==> config.mk <==
export PLATFORM = sky130hd
export DESIGN_NAME = decoder_nm
export DESIGN_NICKNAME = d
export VERILOG_FILES = /design/src/rtl/decoder_pkg.sv /design/src/rtl/decoder_onehot.sv /design/src/rtl/decoder_nm.sv
export SDC_FILE = /design/constraint.sdc
export NUM_CORES = 1
export LEC_CHECK = 0
export ABC_AREA = 1
export CAP_MARGIN = 20
export CELL_PAD_IN_SITES_DETAIL_PLACEMENT = 0
export CELL_PAD_IN_SITES_GLOBAL_PLACEMENT = 2
export CORE_UTILIZATION = 32
export CTS_CLUSTER_DIAMETER = 40
export DETAILED_ROUTE_END_ITERATION = 10
export GPL_ROUTABILITY_DRIVEN = 0
export PLACE_DENSITY_LB_ADDON = 0.1
export SLEW_MARGIN = 20
export SYNTH_ARGS = -nofsm -noshare
export SYNTH_HDL_FRONTEND = slang
export SYNTH_SLANG_ARGS = --single-unit
export TNS_END_PERCENT = 20
==> constraint.sdc <==
create_clock -name clk -period 1.9 [get_ports clk]
set_input_delay 0.475 -clock clk [delete_from_list [all_inputs] [get_ports clk]]
set_output_delay 0.475 -clock clk [all_outputs]
set_load 0.005 [all_outputs]
==> src/rtl/decoder_pkg.sv <==
// Shared types and helpers for the decoder_nm registered one-hot decoder.
//   mode_e  : command mode carried on the mode input
//   state_e : control FSM states
//   clog2   : ceiling log2 for parameter-derived widths
package decoder_pkg;

  typedef enum logic [1:0] {
    MODE_HOLD  = 2'b00,
    MODE_PULSE = 2'b01,
    MODE_SCAN  = 2'b10,
    MODE_RSVD  = 2'b11
  } mode_e;

  typedef enum logic [1:0] {
    ST_IDLE,
    ST_HOLD,
    ST_PULSE,
    ST_SCAN
  } state_e;

  // Returns 0 for values <= 1.
  function automatic int unsigned clog2(input int unsigned value);
    int unsigned r;
    r = 0;
    while ((64'(1) << r) < 64'(value)) begin
      r++;
    end
    return r;
  endfunction

endpackage

==> src/rtl/decoder_onehot.sv <==
// Combinational index-to-one-hot decoder.
//   idx      : input index, SEL_W bits
//   onehot   : N_OUT-bit one-hot of idx; all-zero when idx >= N_OUT
//   in_range : high when idx < N_OUT
module decoder_onehot #(
  parameter int unsigned SEL_W = 2,
  parameter int unsigned N_OUT = 1 << SEL_W
) (
  input  logic [SEL_W-1:0] idx,
  output logic [N_OUT-1:0] onehot,
  output logic             in_range
);

  // One extra bit so N_OUT = 2^SEL_W is representable.
  assign in_range = ({1'b0, idx} < (SEL_W + 1)'(N_OUT));

  always_comb begin
    onehot = '0;
    for (int i = 0; i < int'(N_OUT); i++) begin
      onehot[i] = (idx == SEL_W'(i));
    end
  end

endmodule

==> src/rtl/decoder_nm.sv <==
// Registered binary-to-one-hot decoder with HOLD / PULSE / SCAN output modes.
//   clk, rst_n : clock, asynchronous active-low reset
//   en         : block enable; low clears outputs and aborts any operation
//   in_valid   : command valid; in_ready accepts it (IDLE or HOLD only)
//   sel, mode  : output index and mode (00 HOLD, 01 PULSE, 10 SCAN, 11 clear)
//   y          : registered one-hot (or all-zero) output bus
//   busy       : high while a PULSE or SCAN is in progress
//   err        : sticky out-of-range flag, present only when DECN_RANGE_CHECK_EN is defined
module decoder_nm
  import decoder_pkg::*;
#(
  parameter int unsigned SEL_W      = 2,
  parameter int unsigned N_OUT      = 1 << SEL_W,
  parameter int unsigned SCAN_DWELL = 4
) (
  input  logic             clk,
  input  logic             rst_n,
  input  logic             en,
  input  logic             in_valid,
  output logic             in_ready,
  input  logic [SEL_W-1:0] sel,
  input  logic [1:0]       mode,
  output logic [N_OUT-1:0] y,
  output logic             busy
`ifdef DECN_RANGE_CHECK_EN
  ,
  output logic             err
`endif
);

  localparam int unsigned DW = (clog2(SCAN_DWELL) < 1) ? 1 : clog2(SCAN_DWELL);
  localparam logic [DW-1:0]    DwellLast = DW'(SCAN_DWELL - 1);
  localparam logic [SEL_W-1:0] PosLast   = SEL_W'(N_OUT - 1);

  state_e           state_q, state_d;
  logic [N_OUT-1:0] y_q, y_d;
  logic [SEL_W-1:0] pos_q, pos_d;
  logic [SEL_W-1:0] step_q, step_d;   // positions already completed in this scan
  logic [DW-1:0]    dwell_q, dwell_d;
  logic             err_q, err_d;

  logic [SEL_W-1:0] pos_next;
  logic [N_OUT-1:0] sel_oh, pos_oh;
  logic             sel_ok, pos_ok;
  logic             accept;

  // Wrap at N_OUT rather than 2^SEL_W.
  assign pos_next = (pos_q == PosLast) ? '0 : pos_q + 1'b1;

  decoder_onehot #(
    .SEL_W(SEL_W),
    .N_OUT(N_OUT)
  ) u_sel_dec (
    .idx     (sel),
    .onehot  (sel_oh),
    .in_range(sel_ok)
  );

  decoder_onehot #(
    .SEL_W(SEL_W),
    .N_OUT(N_OUT)
  ) u_pos_dec (
    .idx     (pos_next),
    .onehot  (pos_oh),
    .in_range(pos_ok)
  );

  assign in_ready = en & rst_n & ((state_q == ST_IDLE) | (state_q == ST_HOLD));
  assign accept   = in_valid & in_ready;
  assign busy     = (state_q == ST_PULSE) | (state_q == ST_SCAN);
  assign y        = y_q;
`ifdef DECN_RANGE_CHECK_EN
  assign err      = err_q;
`endif

  always_comb begin
    state_d = state_q;
    y_d     = y_q;
    pos_d   = pos_q;
    step_d  = step_q;
    dwell_d = dwell_q;
    err_d   = err_q;
    if (!en) begin
      state_d = ST_IDLE;
      y_d     = '0;
      pos_d   = '0;
      step_d  = '0;
      dwell_d = '0;
      err_d   = 1'b0;
    end else if (accept) begin
      // Out-of-range and reserved commands both land in IDLE with y cleared.
      state_d = ST_IDLE;
      y_d     = '0;
      pos_d   = sel;
      step_d  = '0;
      dwell_d = '0;
      if (!sel_ok) begin
`ifdef DECN_RANGE_CHECK_EN
        err_d = 1'b1;
`endif
      end else begin
        unique case (mode_e'(mode))
          MODE_HOLD: begin
            y_d     = sel_oh;
            state_d = ST_HOLD;
          end
          MODE_PULSE: begin
            y_d     = sel_oh;
            state_d = ST_PULSE;
          end
          MODE_SCAN: begin
            y_d     = sel_oh;
            state_d = ST_SCAN;
          end
          default: ;
        endcase
      end
    end else begin
      unique case (state_q)
        ST_PULSE: begin
          y_d     = '0;
          state_d = ST_IDLE;
        end
        ST_SCAN: begin
          if (dwell_q == DwellLast) begin
            dwell_d = '0;
            if (step_q == PosLast) begin
              y_d     = '0;
              state_d = ST_IDLE;
            end else begin
              pos_d  = pos_next;
              step_d = step_q + 1'b1;
              y_d    = pos_oh & {N_OUT{pos_ok}};
            end
          end else begin
            dwell_d = dwell_q + 1'b1;
          end
        end
        default: ;
      endcase
    end
  end

  always_ff @(posedge clk or negedge rst_n) begin
    if (!rst_n) begin
      state_q <= ST_IDLE;
      y_q     <= '0;
      pos_q   <= '0;
      step_q  <= '0;
      dwell_q <= '0;
      err_q   <= 1'b0;
    end else begin
      state_q <= state_d;
      y_q     <= y_d;
      pos_q   <= pos_d;
      step_q  <= step_d;
      dwell_q <= dwell_d;
      err_q   <= err_d;
    end
  end

`ifndef DECN_RANGE_CHECK_EN
  logic unused_err;
  assign unused_err = err_q ^ err_d;
`endif

endmodule

Gate families picked out:
Scale bar: 20 microns.
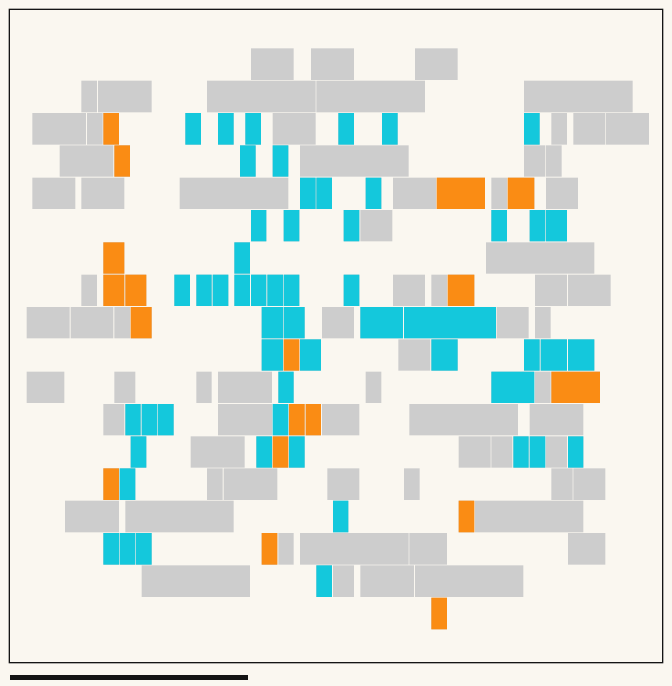
nor cells: drawn in orange, cells 18, most used nor2_1. nand cells: drawn in cyan, cells 54, most used nand2_1.

Wiring by layer:
Scale bar: 20 microns.
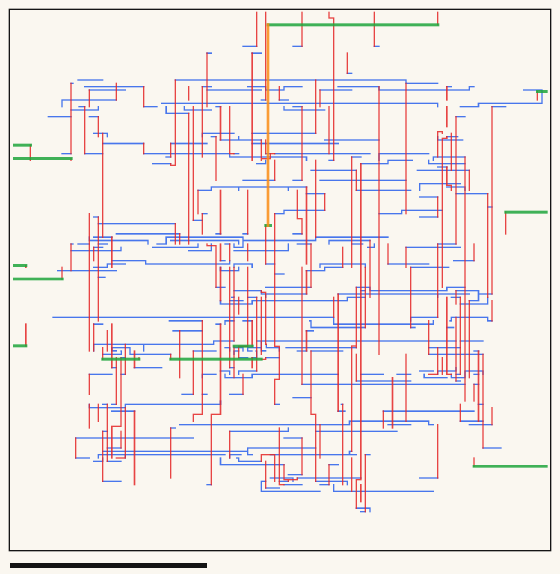
metal 2: drawn in red, wire length 877 microns. metal 1: drawn in blue, wire length 945 microns. metal 4: drawn in orange, wire length 20.4 microns. metal 3: drawn in green, wire length 59.0 microns.

==> GITHUB_STEP_SUMMARY <==
### Flow metrics

| Metric | Value |
|---|---|
| Clk. pwr | `around 0.16 mW` |
| Hold Path Class | `in -> async` |
| # diodes | `0` |
| Final total power | `0.519 mW` |
| Logic area | `slightly above 500 sq um` |
| First-pass GRT wire length | `approximately 2900 microns` |
| Max Fclk | `between 500 and 600 MHz` |
| Hold buffers post-CTS | `0` |
| Number of cells on the critical path | `4` |
| Leak Pwr | `slightly above 0.6 nW` |
| Placed cells | `about 170` |
| Combinational power | `roughly 0.097 mW` |
| Post-route DRC violation count | `0` |
| Clock root buffer | `clkbuf_4` |
| Post-Layout Cell Count | `172` |
| Setup crit start kind | `input pin` |
| Gr ovfl total | `0` |
| Register share after synthesis | `0.336` |
| Max-slew headroom | `0.815` |
| Crit path from | `en` |
| Switching power | `0.141 mW` |
| Area after DPL | `around 0.0011 sq mm` |
| Vias per inst | `4.62` |
| Kind of critical path | `in -> out` |
| Top Layer Used | `met4` |
| FP Util | `0.348` |
| Slowest cell on crit path | `clkdlybuf4s50_1` |
| Worst Setup EP | `in_ready` |
| Cell Int Power | `0.378 mW` |
| Iteration-0 DRC Markers | `14` |
| Most numerous logic cells after layout | `43 x nand2_1, 14 x inv_1, 12 x dfrtp_1` |
| Sw Share | `0.271` |
| Detailed-route via count | `795` |
| Max reg flops | `4` |
| TritonRoute pass-1 iters | `4` |
| Top-area cell share | `0.336` |
| Flop area | `between 300 and 400 sq um` |
| Crit path cell chain | `dlygate4sd2_1 > nand3_2 > inv_1 > clkdlybuf4s50_1` |
| Power Density | `roughly 460 mW/mm^2` |
| Clock sinks | `12` |
| Clock power frac | `0.303` |
| Die area | `between 0.003 and 0.004 sq mm` |
| Post-synthesis instance total | `approximately 120` |
| Clk tree area frac | `0.0201` |
| Max incr delay on CP | `between 0.4 and 0.5 ns` |
| Count leader, synth | `nand2_1` |
| Flop pwr share | `0.510` |
| Worst reg2reg setup slack | `approximately 0.42 ns` |
| Top comb family, area | `simple AND/OR/NAND/NOR gates` |
| Routed Wire Length | `around 1900 microns` |
| Maximum vdd drop | `approximately 0.00020 V` |
| RR Startpoint | `step_q[0]` |
| Outcome | `finished, final reports clean` |
| Design Area, Final | `approximately 0.0011 sq mm` |
| Largest net degree at the start of global routing | `14` |
| Crit end category | `output port` |
| Vias in the first global route | `slightly below 700` |
| Seq area share | `0.268` |
| Core area | `0.00257 sq mm` |
| Port Buffers | `13` |
| Clock Skew | `about 0.0017 ns` |
| Buffering overhead | `0.167` |
| EDFF count, synth | `0` |
| CTS Buf Count | `3` |
| Num ports | `14` |
| Chip area line of the yosys report | `approximately 890 sq um` |
| Final setup margin | `0.0593 ns` |
| Tool Warnings | `32` |
| Simple-gate area share of the yosys netlist | `0.373` |
| CTS tree | `built` |
| Filler cells | `around 260` |
| Overall die width | `roughly 55 microns` |
| Avg Synthesized Cell Area | `around 7.4 sq um` |
| Layout cells sized above 1 | `0.155` |
| Combinational power share | `0.187` |
| Combinational share of cell area | `0.461` |
| Flop count | `12` |
| Post-CTS setup buffer count | `0` |
| Metal3 WL | `just under 60 microns` |
| Setup TNS | `0 ns` |
| Antenna Nets Post-Route | `0` |
| # nets final | `about 160` |
| Yosys aoi share | `0.0490` |
| Layout clock buffers | `3` |
| Ys cells | `about 120` |
| Crit-path max FO | `2` |
| Place WS | `-0.229 ns` |
| Clock slew at reported path FFs | `0.08 ns` |
| Delay-heaviest family, CP | `buffers and inverters` |
| Die Ht | `54.9 microns` |
| Mapped Nets | `between 100 and 150` |
| Max Cap Violations | `0` |
| Final min period | `1.84 ns` |
| Synth-to-Final Area Change | `25.3%` |
| R2r endpoint | `pos_q[0]` |
| Most frequent logic cell in the layout | `nand2_1` |
| Num rows | `18` |
| Final tally of setup violations | `0` |
| Multi-input gates | `between 90 and 100` |
| Max power group | `registers` |
| Final HPWL DP | `1540 microns` |
| M1 WL | `about 940 microns` |
| Initial antenna violation count | `0` |
| XOR Share, Synth | `0.00979` |
| Adder Area Share | `0.140` |
| Asr flop ratio synth | `1.00` |
| Final worst path period share | `0.969` |
| Data arrival, critical path | `roughly 1.4 ns` |
| Endpoints failing hold | `0` |
| Top cells, area | `dfrtp_1 34%, nand2_1 18%, ha_1 14%` |
| Met1 usage in global routing | `0.177` |
| Commonest flop | `dfrtp_1` |
| Synth warn | `0` |
| Worst skew pair latency | `0.27 ns` |
| Met3 Use GR | `0.0333` |
| Largest cell class | `logic gates` |
| Pins Over Slew Limit | `0` |
| Clock buffer depth | `2` |
| Worst hold slack | `~0.32 ns` |
| Top cells by count | `43 x nand2_1, 14 x inv_1, 12 x dfrtp_1` |
| WL met2 | `a little under 900 microns` |
Routing congestion:
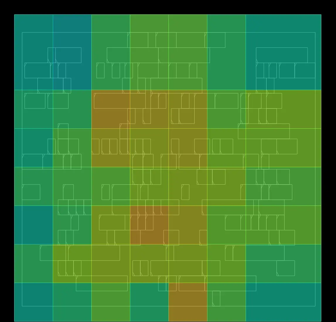
gr usage total: 0.142
met2 Resource Use GR: 0.229
GR peak layer: met2
DR WL/cell: 11.1 microns
fin util: 0.437

Power figures rest on the tool's default switching activity, not on a simulated workload.
